===== src/rtl/reflect_8n_pkg.sv =====
// Shared CRC constants and the window-size helper used by the reflection datapath.
package reflect_8n_pkg;

    localparam int CRC_MAX_BITS       = 32;
    localparam int CRC_MAX_BYTES      = 4;
    localparam int CRC_MAX_BYTE_WIDTH = 2;

    // Window size in bytes for a bytewidth code; codes past the maximum clamp to it.
    function automatic int window_bytes(input int bytewidth, input int max_bytes);
        int w;
        w = bytewidth + 1;
        if (w > max_bytes) begin
            w = max_bytes;
        end
        return w;
    endfunction

endpackage


===== src/rtl/reflect_8n_reflect8.sv =====
// Combinational 8-bit bit reversal: out[i] = in[7-i].
module reflect_8n_reflect8 (
    input  logic [7:0] in_byte,
    output logic [7:0] out_byte
);

    // Mirror each bit position across the byte.
    always_comb begin
        for (int i = 0; i < 8; i++) begin
            out_byte[i] = in_byte[7 - i];
        end
    end

endmodule


===== src/rtl/reflect_8n.sv =====
// Registered bit-reflection of the low (bytewidth+1)*8 bits of a word, zero-filled above.
module reflect_8n
    import reflect_8n_pkg::*;
#(
    parameter int MAX_BITS       = CRC_MAX_BITS,
    parameter int MAX_BYTES      = CRC_MAX_BYTES,
    parameter int MAX_BYTE_WIDTH = CRC_MAX_BYTE_WIDTH
) (
    input  logic                      clk,
    input  logic                      rst_n,
    input  logic [MAX_BITS-1:0]       value,
    input  logic [MAX_BYTE_WIDTH-1:0] bytewidth,
    input  logic                      in_valid,
    output logic [MAX_BITS-1:0]       reflected_value,
    output logic                      out_valid
);

    // Each input byte is reversed once; every candidate reuses these.
    logic [MAX_BYTES-1:0][7:0]          byte_refl;
    // Candidate c_w for window of w bytes lives at index w-1.
    logic [MAX_BYTES-1:0][MAX_BITS-1:0] cand;

    logic [MAX_BYTE_WIDTH-1:0] sel_idx;
    logic [MAX_BITS-1:0]       reflected_value_d, reflected_value_q;
    logic                      out_valid_d, out_valid_q;

    for (genvar b = 0; b < MAX_BYTES; b++) begin : g_byte
        reflect_8n_reflect8 u_reflect8 (
            .in_byte (value[b*8 +: 8]),
            .out_byte(byte_refl[b])
        );
    end

    // A w-byte window swaps byte order and reverses each byte; bytes above the window are zero.
    for (genvar w = 1; w <= MAX_BYTES; w++) begin : g_cand
        for (genvar j = 0; j < MAX_BYTES; j++) begin : g_slot
            if (j < w) begin : g_in
                assign cand[w-1][j*8 +: 8] = byte_refl[w-1-j];
            end else begin : g_zero
                assign cand[w-1][j*8 +: 8] = 8'h00;
            end
        end
    end

    // Select the candidate for the clamped window and load it only when qualified.
    always_comb begin
        // NOTE: every always_comb output gets a default first so no path can infer a latch.
        reflected_value_d = reflected_value_q;
        out_valid_d       = in_valid;
        sel_idx           = MAX_BYTE_WIDTH'(window_bytes(int'(bytewidth), MAX_BYTES) - 1);
        if (in_valid) begin
            reflected_value_d = cand[sel_idx];
        end
    end

    // Output register and valid flop; reset clears both asynchronously.
    always_ff @(posedge clk or negedge rst_n) begin
        if (!rst_n) begin
            reflected_value_q <= '0;
            out_valid_q       <= 1'b0;
        end else begin
            // NOTE: non-blocking assignments keep every flop sampling pre-edge values.
            reflected_value_q <= reflected_value_d;
            out_valid_q       <= out_valid_d;
        end
    end

    assign reflected_value = reflected_value_q;
    assign out_valid       = out_valid_q;

endmodule


===== config.mk =====
export PLATFORM = sky130hd
export DESIGN_NAME = reflect_8n
export DESIGN_NICKNAME = d
export VERILOG_FILES = /design/src/rtl/reflect_8n_pkg.sv /design/src/rtl/reflect_8n_reflect8.sv /design/src/rtl/reflect_8n.sv
export SDC_FILE = /design/constraint.sdc
export NUM_CORES = 1
export LEC_CHECK = 0
export CELL_PAD_IN_SITES_DETAIL_PLACEMENT = 0
export CELL_PAD_IN_SITES_GLOBAL_PLACEMENT = 1
export CORE_ASPECT_RATIO = 1.4
export CORE_MARGIN = 2
export CORE_UTILIZATION = 34
export DETAILED_ROUTE_END_ITERATION = 10
export GPL_TIMING_DRIVEN = 0
export PLACE_DENSITY = 0.88
export SETUP_SLACK_MARGIN = 0.5
export SLEW_MARGIN = 20
export SYNTH_ARGS = -nofsm -noshare
export SYNTH_HDL_FRONTEND = slang
export SYNTH_HIERARCHICAL = 1
export SYNTH_SLANG_ARGS = --single-unit

===== constraint.sdc =====
create_clock -name clk -period 0.8 [get_ports clk]
set_input_delay 0.16 -clock clk [delete_from_list [all_inputs] [get_ports clk]]
set_output_delay 0.16 -clock clk [all_outputs]
set_load 0.01 [all_outputs]

Run 1, clock wires, drivers and flops:
Scale bar: 20 um.
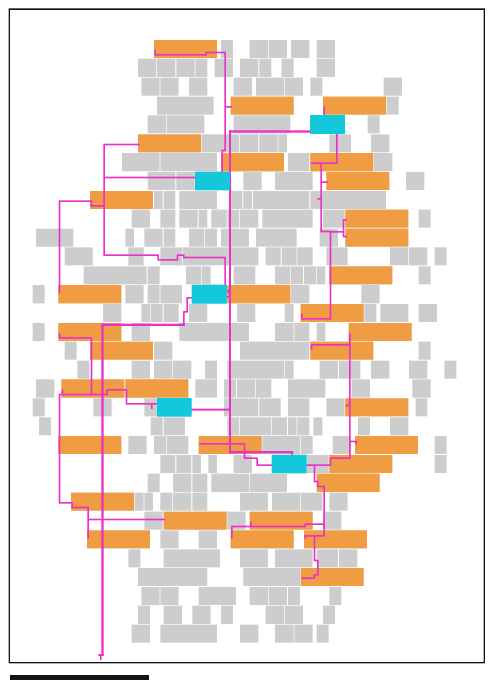
flip-flops -> orange  # count 33
clock wires -> magenta  # length 484 um
cells driving clock nets -> cyan  # count 5
routed clock nets = 6

Run 1, placed cells, one color a class:
Fill, decap, tap and diode cells in gray.
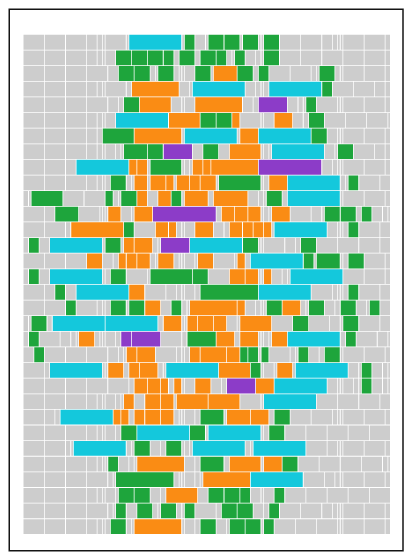
all other logic -> orange  # cells 100, share of their area 33%
clock drivers and dummy loads -> purple  # cells 8, share of their area 4.9%
other buffers and delay cells -> green  # cells 114, share of their area 32%
flip-flops -> cyan  # cells 33, share of their area 30%
placement row count: 32
area inside the core boundary: 5570 um^2
post-route cell area: 2810 um^2
final core area utilization: 0.504
sequential portion of the cell area: 0.294

==> impl_summary.log, run 1 <==
[flow] final metrics
INFO  metric outcome = finished with violations
INFO  metric failing_checks = hold timing, setup timing
INFO  metric p_sw_frac = 0.263
INFO  metric mean_post_synth_cell_area = 11.0 um^2
INFO  metric synth.yosys.num_cells = roughly 180
INFO  metric fin_crit_sh = 1.66
INFO  metric netlist_instances = 179
INFO  metric main_combinational_cell_family_by_area_after_synthesis = AND-OR/OR-AND gates
INFO  metric tap-cell-count = 68
INFO  metric worst_ep_arrival = around 1.5 ns
INFO  metric place_congestion = 0.791
INFO  metric wl_per_cell = 16.2 um
INFO  metric cell_area_placed = 2460 um^2
INFO  metric warning_count = 31
INFO  metric achievable-frequency = 753 MHz
INFO  metric nNonClkInverters = 1
INFO  metric setup_ws = -0.529 ns
INFO  metric vdd_ir_drop_max = between 0.8 and 0.9 mV
INFO  metric cts-htree-levels = 2
INFO  metric timing.rr.start = reflected_value[7]
INFO  metric power.share.sequential = 0.358
INFO  metric detail_placement_hpwl = 3800 um
INFO  metric maxCapViolCount = 0
INFO  metric min_path_type = in -> async
INFO  metric final_net_count = 292
INFO  metric worstSetupPathType = in -> reg
INFO  metric internal_power = around 4.1 mW
INFO  metric n_antenna_cell = 0
INFO  metric insertion_delay = 0.29 ns
INFO  metric yosys_register_bits = 33
INFO  metric mappedNetlistArea = between 1500 and 2000 um^2
INFO  metric mostFrequentLayoutCell = buf_4
INFO  metric yosys_most_used_dff = dfrtp_1
INFO  metric maxSlewHeadroom = 0.675
INFO  metric crit_chain = buf_8 > ha_4 > buf_8 > buf_8 > mux4_2 > mux2_4
INFO  metric cts_buffer_depth = 2
INFO  metric maxSlewViolCount = 0
INFO  metric cp_slowest_cell = mux4_2
INFO  metric ys_warn_count = 6
INFO  metric clockRootBuffer = clkbuf_8
INFO  metric yosys.area_share.xor_xnor = 0
INFO  metric drtAntennaViolNets = 0
INFO  metric maximum_number_of_pins_on_one_net_before_global_route_repair = 18
INFO  metric number_of_nets_at_floorplan = 217
INFO  metric p_per_area = 1980 nW/um^2
INFO  metric wl = 5230 um
INFO  metric non_clock_buffer_area_share = 0.310
INFO  metric multi_input_gate_area_in_the_final_layout = 883 um^2
INFO  metric lay_top_cells = 62 x buf_4, 33 x dfrtp_1, 32 x buf_2
INFO  metric setup.worst_path.start_class = input pin
INFO  metric worst-path-max-fanout = 5
INFO  metric grt_pass1_vias = 1580
INFO  metric yosys.cell_types.count = 29
INFO  metric worst_setup_path_startpoint = bytewidth[0]
INFO  metric clkSinkCount = 33
INFO  metric clkbuf_count = 5
INFO  metric ios = 70
INFO  metric drc = 0
INFO  metric end_kind = flip-flop
INFO  metric synth.area.mux_share = 0.145
INFO  metric detailed_router_s_first_iteration_violation_count = 45
INFO  metric power_frac_comb = 0.303
INFO  metric finalHoldViolCount = 19
INFO  metric global_route.usage.total = 0.170
INFO  metric synthArstFlopShare = 1.00
INFO  metric global_route.overflow_total = 0
INFO  metric final_tally_of_setup_violations = 65
INFO  metric timing.critical_path.slowest_cell_delay = 0.50 ns
INFO  metric area.growth.synth_to_final = 42.6%
INFO  metric synth.yosys.chip_area = 1970 um^2
INFO  metric grt_antenna_before_repair = 0
INFO  metric via_count = 1634
INFO  metric cp.required = 0.98 ns
INFO  metric postCtsSetupBuffers = 22
INFO  metric dominant_cells = combinational gates
INFO  metric critPathMostFrequentCell = buf_8
INFO  metric drt-vias-per-instance = between 5 and 6
INFO  metric cts_tree = built
INFO  metric layout.comb_gates.multi_input = 99
INFO  metric post_synth_tally_of_flip_flops_with_integrated_enable = 0
INFO  metric clkSlewWorstSetupHoldPaths = approximately 0.070 ns
INFO  metric clockPowerShare = 0.340
INFO  metric reg2reg_depth = 2
INFO  metric num-nonclk-buffers = 114
INFO  metric final.min_clock_period = around 1.3 ns
INFO  metric numCtsBuffers = 5
INFO  metric final.hold.worst_slack = -0.242 ns
INFO  metric maximum_clock_skew_at_final_layout = 0 ns
INFO  metric p_leak = 1.35 nW
INFO  metric reg2reg_setup_slack = -0.09 ns
INFO  metric rsz0062_at_grt = true
INFO  metric critPathCapture = reflected_value[7]
INFO  metric yosys.area_share.simple = 0.0712
INFO  metric drt_pre_antenna_iters = 4
INFO  metric totalPowerFinal = 5.56 mW
INFO  metric fraction_of_final_layout_cells_with_drive_strength_greater_than_1 = 0.561
INFO  metric worst-slew-pin-transition = 0.487 ns
INFO  metric area_share_clock_buf_inv = 0.0477
INFO  metric switching_component_of_the_power = 1.46 mW
INFO  metric floorplanUtilization = 0.354
INFO  metric yosys.area_share.aoi = 0.195
INFO  metric sequential_cell_area = 826 um^2
INFO  metric regToRegEndpoint = reflected_value[7]
Run 1, ports around the boundary:
Pins as bars across the die edge, other pins in gray.
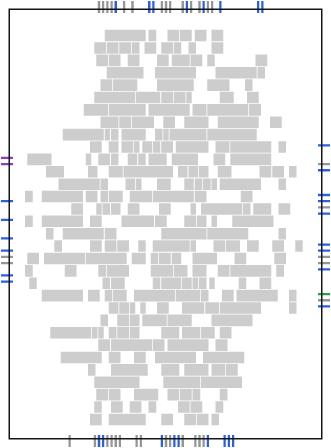
`in_valid` -> green  # pins 1, direction input, edge right
`reflected_value` -> blue  # pins 32, direction output, edge 9 right, 9 bottom, 8 top, 6 left
`bytewidth` -> purple  # pins 2, direction input, edge left
all pins by edge = 23 bottom, 22 top, 15 right, 10 left
Buffers on Ports: 37
Die Span Y: 94.0 um
die extent in x: 68.3 um

Run 1, placed standard cells:
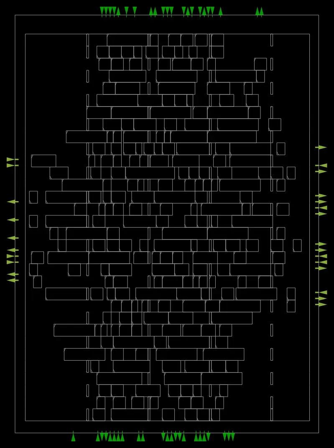
fill cell count: 523
sequential cell count of the final layout: 33

## run 1: metrics by stage
step / setup TNS (ns) / worst slack, ns / instances / hold WS, ns
finish: -17.80 / -0.529 / 323 / -0.242
global route: -20.42 / -0.550 / 323 / -0.231
CTS: -18.43 / -0.528 / 316 / -0.198
detailed placement: -46.43 / -1.32 / 285 / 0.121
global placement: -82.22 / -1.28 / 284 / 0.397
floorplan: -16.05 / -0.705 / 179 / -0.136
## run 1: power by group through the flow
stage / sequential, mW / clock [mW] / combinational, mW
global placement: 2.02 / 0 / 1.43
detailed placement: 2.03 / 0 / 1.47
floorplan: 2.11 / 0 / 0.720
finish: 1.99 / 1.89 / 1.68
global route: 2.01 / 1.97 / 1.81
CTS: 1.98 / 1.92 / 1.58
## run 1: routing by layer
layer | wire, um | vias to the layer above | track usage
met5 | 0 | - | 0
met4 | 127 | 0 | 0.0800
met3 | 298 | 12 | 0.0336
met2 | 2830 | 56 | 0.286
met1 | 1970 | 794 | 0.202
li1 | - | 772 | -
## run 1: Yosys cell counts, types with 2 or more instances
cell type   n  area share
a211oi_1    2      0.0076
a21o_1      7       0.027
a21oi_1     6       0.015
a22o_1      8       0.036
a311oi_1    2      0.0089
a31oi_1     7       0.022
buf_2       5       0.013
buf_4      32        0.12
clkbuf_1    6       0.011
dfrtp_1    33        0.42
mux2_2      4       0.023
mux2_4      4       0.031
mux4_2      8       0.092
nand2_1     8       0.015
nand2b_1    7       0.022
nor2_1      8       0.015
o21a_1      7       0.027
o21ai_0     8       0.020
o221ai_1    7       0.031
## run 1: registers in the layout, summed over array words and instances (netlist names)
signal and cells:
out_valid 1, reflected_value 32
## run 1: worst max-delay path: cells and delay by family
kind	cells	cell delay, ns
multiplexers	2	0.77
buffers and inverters	3	0.32
adder cells (fa/ha/maj)	1	0.26
## Run 2: what changed since run 1
--- a/config.mk
+++ b/config.mk
@@ -10,6 +10,7 @@
 export CORE_ASPECT_RATIO = 1.4
 export CORE_MARGIN = 2
 export CORE_UTILIZATION = 34
+export CTS_BUF_LIST = sky130_fd_sc_hd__clkbuf_16
 export DETAILED_ROUTE_END_ITERATION = 10
 export GPL_TIMING_DRIVEN = 0
 export PLACE_DENSITY = 0.88
Run 2, clock wires, drivers and flops:
Scale bar: 20 um.
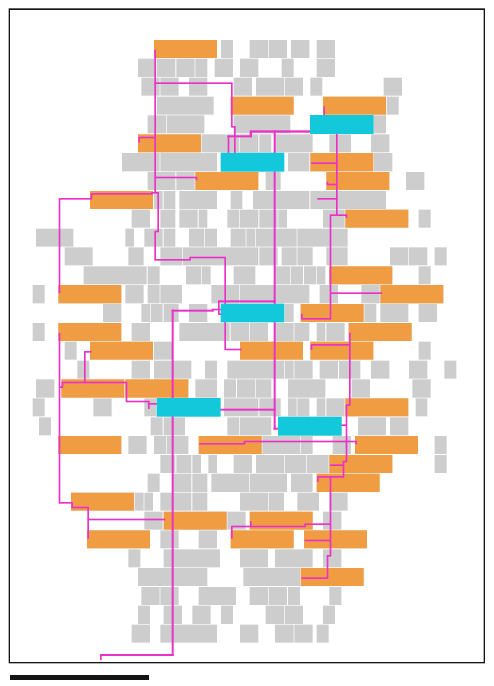
clock wires -> magenta  # length 526 um
flip-flops -> orange  # count 33
cells driving clock nets -> cyan  # count 5
routed clock nets = 6
clock latency on the worst-skew pair: 0.28 ns
share of total power in the clock network: 0.406
maximum clock skew at final layout: 0 ns
clk pwr: 2.52 mW

==> run 2 against run 1 <==
Compared with the run above: the flow still finishes with violations (hold timing, setup timing); sequential share of layout area is 0.72 points lower; global-route usage is 0.44 points higher; via count is 0.31% lower; synthesized cell count stayed put.
==> impl_summary.log, run 2 <==
[flow] final metrics
INFO  metric mostFrequentLayoutCell = buf_4
INFO  metric drc = 0
INFO  metric power.share.sequential = 0.321
INFO  metric wl_per_cell = 16.4 um
INFO  metric ys_warn_count = 6
INFO  metric die_h = between 90 and 100 um
INFO  metric ranking_of_synthesized_cells_by_instance_count = 33 x dfrtp_1, 32 x buf_4
INFO  metric dp_slack = -1.32 ns
INFO  metric mappedNetlistArea = 1970 um^2
INFO  metric power_frac_comb = 0.273
INFO  metric final_net_count = around 300
INFO  metric rsz0062_at_grt = true
INFO  metric final.hold.worst_slack = -0.230 ns
INFO  metric drt_pre_antenna_iters = 4
INFO  metric fin_setup_tns = -18.45 ns
INFO  metric switching_component_of_the_power = 1.56 mW
INFO  metric synth.area.top_cells = dfrtp_1 42%, buf_4 12%, mux4_2 9.2%
INFO  metric finalHoldViolCount = 16
INFO  metric worst-path-max-fanout = 5
INFO  metric yosys.cell_count.top_type = dfrtp_1
INFO  metric failing_checks = hold timing, setup timing
INFO  metric power_of_the_sequential_group = 1.99 mW
INFO  metric die_width = roughly 68 um
INFO  metric fraction_of_final_layout_cells_with_drive_strength_greater_than_1 = 0.563
INFO  metric clockRootBuffer = clkbuf_16
INFO  metric via_count = 1629
INFO  metric global_route.usage.total = 0.174
INFO  metric reg2reg_depth = 3
INFO  metric number_of_nets_at_floorplan = 217
INFO  metric detail_placement_hpwl = around 3800 um
INFO  metric outcome = finished with violations
INFO  metric drtAntennaViolNets = 0
INFO  metric drt-vias-per-instance = 5.03
INFO  metric synth.yosys.num_cells = roughly 180
INFO  metric ios = 70
INFO  metric warning_count = 31
INFO  metric yosys.cell_types.count = 29
INFO  metric internal_power = ~4.6 mW
INFO  metric seq_area_frac_synth = 0.420
INFO  metric worst_ep_arrival = 1.51 ns
INFO  metric fp.dieArea = 6420 um^2
INFO  metric p_per_area = 2160 nW/um^2
INFO  metric grt_antenna_before_repair = 0
INFO  metric core_area = 5570 um^2
INFO  metric cts_tree = built
INFO  metric p_sw_frac = 0.252
INFO  metric lay_top_cells = 63 x buf_4, 33 x dfrtp_1, 32 x buf_2
INFO  metric totalPowerFinal = 6.21 mW
INFO  metric synthArstFlopShare = 1.00
INFO  metric worstSetupPathType = in -> reg
INFO  metric power.largest_group = the clock network
INFO  metric final_tally_of_setup_violations = 65
INFO  metric regToRegEndpoint = reflected_value[18]
INFO  metric yosys_most_used_dff = dfrtp_1
INFO  metric grt_pass1_vias = 1649
INFO  metric worst-slew-pin-transition = roughly 0.5 ns
INFO  metric vdd_ir_drop_max = 0.989 mV
INFO  metric global_route.overflow_total = 0
INFO  metric synthDominantAreaCellType = dfrtp_1
INFO  metric place_congestion = 0.791
INFO  metric numCtsBuffers = 5
INFO  metric synth.yosys.chip_area = 1970 um^2
INFO  metric core.rowCount = 32
INFO  metric synth_top_area_share = 0.420
INFO  metric setup.worst_path.start_class = input pin
INFO  metric fin_crit_sh = 1.68
INFO  metric p_leak = 1.39 nW
INFO  metric p_comb = about 1.7 mW
INFO  metric cts_buffer_depth = 2
INFO  metric finish.cell_count_without_fillers = about 320
INFO  metric end_kind = flip-flop
INFO  metric n_antenna_cell = 0
INFO  metric numPlacedInstances = roughly 290
INFO  metric clkSinkCount = 33
INFO  metric maxSlewViolCount = 0
INFO  metric cell_area_placed = 2460 um^2
INFO  metric detailed_router_s_first_iteration_violation_count = 43
INFO  metric design_area = around 2900 um^2
INFO  metric achievable-frequency = 743 MHz
INFO  metric yosys_register_bits = 33
INFO  metric netlist_instances = 179
INFO  metric grt_first_pass_wirelength = 8140 um
INFO  metric area.growth.synth_to_final = 46.2%
INFO  metric maxCapViolCount = 0
INFO  metric floorplanUtilization = 0.354
INFO  metric maxSlewHeadroom = 0.665
INFO  metric largest_register_ffs = 32
INFO  metric cts-htree-levels = 2
INFO  metric worst_setup_path_startpoint = bytewidth[0]
INFO  metric final_core_utilization = 0.517
INFO  metric setup_ws = -0.546 ns
INFO  metric wl = 5310 um
INFO  metric final.min_clock_period = around 1.3 ns
INFO  metric post_synth_tally_of_flip_flops_with_integrated_enable = 0
INFO  metric timing.rr.start = reflected_value[18]
INFO  metric cp.required = around 0.96 ns
INFO  metric maximum_number_of_pins_on_one_net_before_global_route_repair = 18
INFO  metric reg2reg_setup_slack = -0.09 ns
INFO  metric min_path_type = in -> async
INFO  metric io_buffers = 37
INFO  metric clkSlewWorstSetupHoldPaths = 0.06 ns
INFO  metric mean_post_synth_cell_area = 11.0 um^2
[run 2: cell types whose count changed in the layout (fill, tap and decap cells not counted)]
| cell | delta |
|---|---|
| buf_4 | +1 |
| clkbuf_16 | +5 |
| clkdlybuf4s15_2 | +1 |
| clkbuf_8 | -5 |
| clkbuf_2 | -1 |
[run 2: cell type report]
class	instances	area [um^2]
timing repair buffer	69	528
clock buffer	5	125
buffer	46	355
tap	68	85.1
sequential	33	826
inverter	1	8.76
fill	513	2690
multi-input combinational	99	883
clock inverter	3	65.1
[run 2: how the worst max path moves through the flow]
stage               slack [ns]  cells past startpoint                  to
global placement         -1.28                      6  reflected_value[6]
detailed placement       -1.32                      6  reflected_value[7]
floorplan                -0.71                      5  reflected_value[0]
global route             -0.57                      6  reflected_value[5]
finish                   -0.55                      6  reflected_value[7]
CTS                      -0.55                      6  reflected_value[7]
[run 2: timing repair]
action                                 CTS  global route
setup buffers                           22             8
endpoints found under the hold margin   16            16
setup endpoints to repair               66            82
resized                                170             8
cloned                                   1             0
pin swaps                                4             1
[run 2: routing by layer]
metal  global-route usage  wire length (um)  part of all wire
met2                0.293              2880              0.54
met5                    0                 0                 0
met3               0.0348               261             0.049
met4               0.0850               131             0.025
met1                0.205              2040              0.38
[run 2: cell families (layout without fill, tap and decap cells)]
kind of cell               count (synthesis)  after routing  synth area share
muxes                                     16             16             0.145
and+or+nand+nor                           28             28            0.0712
DFF                                       33             33             0.420
adders and majority gates                  1              1           0.00636
buffers and inverters                     47            124             0.163
AOI/OAI and AO/OA                         54             54             0.195
[run 2: worst max-delay path: stages]
cell and delay [ns]:
buf_8 0.10, ha_4 0.26, buf_8 0.10, buf_8 0.12, mux4_2 0.50, mux2_4 0.27
## Run 3: what changed since run 2
--- a/config.mk
+++ b/config.mk
@@ -5,6 +5,7 @@
 export SDC_FILE = /design/constraint.sdc
 export NUM_CORES = 1
 export LEC_CHECK = 0
+export ABC_CLOCK_PERIOD_IN_PS = 800
 export CELL_PAD_IN_SITES_DETAIL_PLACEMENT = 0
 export CELL_PAD_IN_SITES_GLOBAL_PLACEMENT = 1
 export CORE_ASPECT_RATIO = 1.4
Run 3, metal layers overlaid:
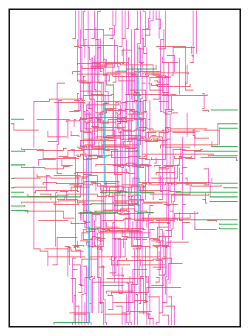
met2 -> magenta  # wire length 2880 um
met4 -> cyan  # wire length 132 um
met1 -> red  # wire length 2040 um
met3 -> green  # wire length 262 um
Vias: 1629
wire length reported by the detailed router: 5310 um
WL/cell: 16.4 um
Total GRT Usage: 0.174

==> run 3 against run 2 <==
Compared with the run above: the run still ends with hold timing, setup timing left; power stayed put; largest cell class unchanged; fmax stayed put; critical path type unchanged; die size did not move.
==> impl_summary.log, run 3 <==
[flow] final metrics
INFO  metric outcome = finished with violations
INFO  metric finalHoldViolCount = 16
INFO  metric numPlacedInstances = 285
INFO  metric synthArstFlopShare = 1.00
INFO  metric ranking_of_synthesized_cells_by_instance_count = 33 x dfrtp_1, 32 x buf_4
INFO  metric synth.yosys.num_cells = roughly 180
INFO  metric mappedNetlistArea = 1970 um^2
INFO  metric mean_post_synth_cell_area = 11.0 um^2
INFO  metric cts_tree = built
INFO  metric achievable-frequency = 743 MHz
INFO  metric core.rowCount = 32
INFO  metric setup.worst_path.start_class = input pin
INFO  metric final.hold.worst_slack = -0.230 ns
INFO  metric failing_checks = hold timing, setup timing
INFO  metric critPathCapture = reflected_value[7]
INFO  metric worstSetupPathType = in -> reg
INFO  metric die_width = 68.3 um
INFO  metric fraction_of_final_layout_cells_with_drive_strength_greater_than_1 = 0.563
INFO  metric cp_slowest_cell = mux4_2
INFO  metric drc = 0
INFO  metric p_leak = 1.39 nW
INFO  metric final_tally_of_setup_violations = 65
INFO  metric final.min_clock_period = between 1 and 1.5 ns
INFO  metric cp_num_buf_inv = 3
INFO  metric final_core_utilization = 0.517
INFO  metric rsz0062_at_grt = true
INFO  metric insertion_delay = 0.28 ns
INFO  metric end_kind = flip-flop
INFO  metric drt-vias-per-instance = 5.03
INFO  metric reg2reg_depth = 3
INFO  metric number_of_nets_at_floorplan = 217
INFO  metric clockRootBuffer = clkbuf_16
INFO  metric design_area = roughly 2900 um^2
INFO  metric synth.area.top_cells = dfrtp_1 42%, buf_4 12%, mux4_2 9.2%
INFO  metric regToRegEndpoint = reflected_value[18]
INFO  metric global_route.overflow_total = 0
INFO  metric synth_top_area_share = 0.420
INFO  metric yosys_most_used_dff = dfrtp_1
INFO  metric largest_register_ffs = 32
INFO  metric cell_area_placed = 2460 um^2
INFO  metric detailed_router_s_first_iteration_violation_count = 43
INFO  metric synth.yosys.chip_area = 1970 um^2
INFO  metric cts-htree-levels = 2
INFO  metric grt_pass1_vias = 1649
INFO  metric timing.critical_path.slowest_cell_delay = about 0.5 ns
INFO  metric cts_buffer_depth = 2
INFO  metric numCtsBuffers = 5
INFO  metric mostFrequentLayoutCell = buf_4
INFO  metric worst_setup_path_startpoint = bytewidth[0]
INFO  metric maxSlewViolCount = 0
INFO  metric critPathMostFrequentCell = buf_8
INFO  metric p_per_area = roughly 2200 nW/um^2
INFO  metric reg2reg_setup_slack = -0.09 ns
INFO  metric setup_ws = -0.546 ns
INFO  metric core_area = 5570 um^2
INFO  metric yosys.cell_types.count = 29
INFO  metric crit_chain = buf_8 > ha_4 > buf_8 > buf_8 > mux4_2 > mux2_4
INFO  metric drt_pre_antenna_iters = 4
INFO  metric yosys.cell_count.top_type = dfrtp_1
INFO  metric ys_warn_count = 6
INFO  metric maxSlewHeadroom = 0.665
INFO  metric io_buffers = 37
INFO  metric lay_top_cells = 63 x buf_4, 33 x dfrtp_1, 32 x buf_2
INFO  metric power.share.sequential = 0.321
INFO  metric power_frac_comb = 0.273
INFO  metric worst_path_dominant_cell_family = multiplexers
[run 3: cell counts after synthesis]
No cell type changed its count.
[run 3: kinds of logic after synthesis]
family                     Yosys count  synth area share
AOI/OAI and AO/OA                   54             0.195
adders and majority gates            1           0.00636
buffers and inverters               47             0.163
muxes                               16             0.145
DFF                                 33             0.420
and+or+nand+nor                     28            0.0712
[run 3: worst min path at each step]
stage / slack (ns) / end / startpoint / cells past startpoint
6_report: -0.23 / reflected_value[17] / rst_n / 1
5_1_grt: -0.20 / reflected_value[17] / rst_n / 1
4_1_cts: -0.18 / reflected_value[17] / rst_n / 1
3_5_place_dp: 0.12 / reflected_value[1] / rst_n / 1
3_3_place_gp: 0.40 / reflected_value[29] / value[2] / 2
2_1_floorplan: -0.14 / out_valid / rst_n / 0
[run 3: timing repair]
item / CTS / global route
setup buffers: 22 / 8
resized: 170 / 8
pin swaps: 4 / 1
setup endpoints to repair: 66 / 82
endpoints found under the hold margin: 16 / 16
gates cloned: 1 / 0
[run 3: power by group through the flow]
stage	clock network, mW	registers (mW)	logic, mW
floorplan	0	2.11	0.720
global placement	0	2.02	1.43
detailed placement	0	2.03	1.47
CTS	2.53	1.98	1.59
global route	2.58	2.01	1.83
finish	2.52	1.99	1.70
[run 3: layout make-up]
cell class                      instances  area (um^2)  share of cell area
Sequential cell                        33          826               0.287
Tap cell                               68         85.1              0.0296
Multi-Input combinational cell         99          883               0.307
Timing Repair Buffer                   69          528               0.184
Buffer                                 46          355               0.124
Clock buffer                            5          125              0.0435
Clock inverter                          3         65.1              0.0226
Inverter                                1         8.76             0.00304
[run 3: routing by layer]
metal,GRT usage,vias to the layer above,part of all wire
met5,0,-,0
met4,0.0850,0,0.025
met3,0.0348,10,0.049
met2,0.293,47,0.54
met1,0.205,799,0.38
li1,-,773,-
Power and IR drop assume default switching activity.
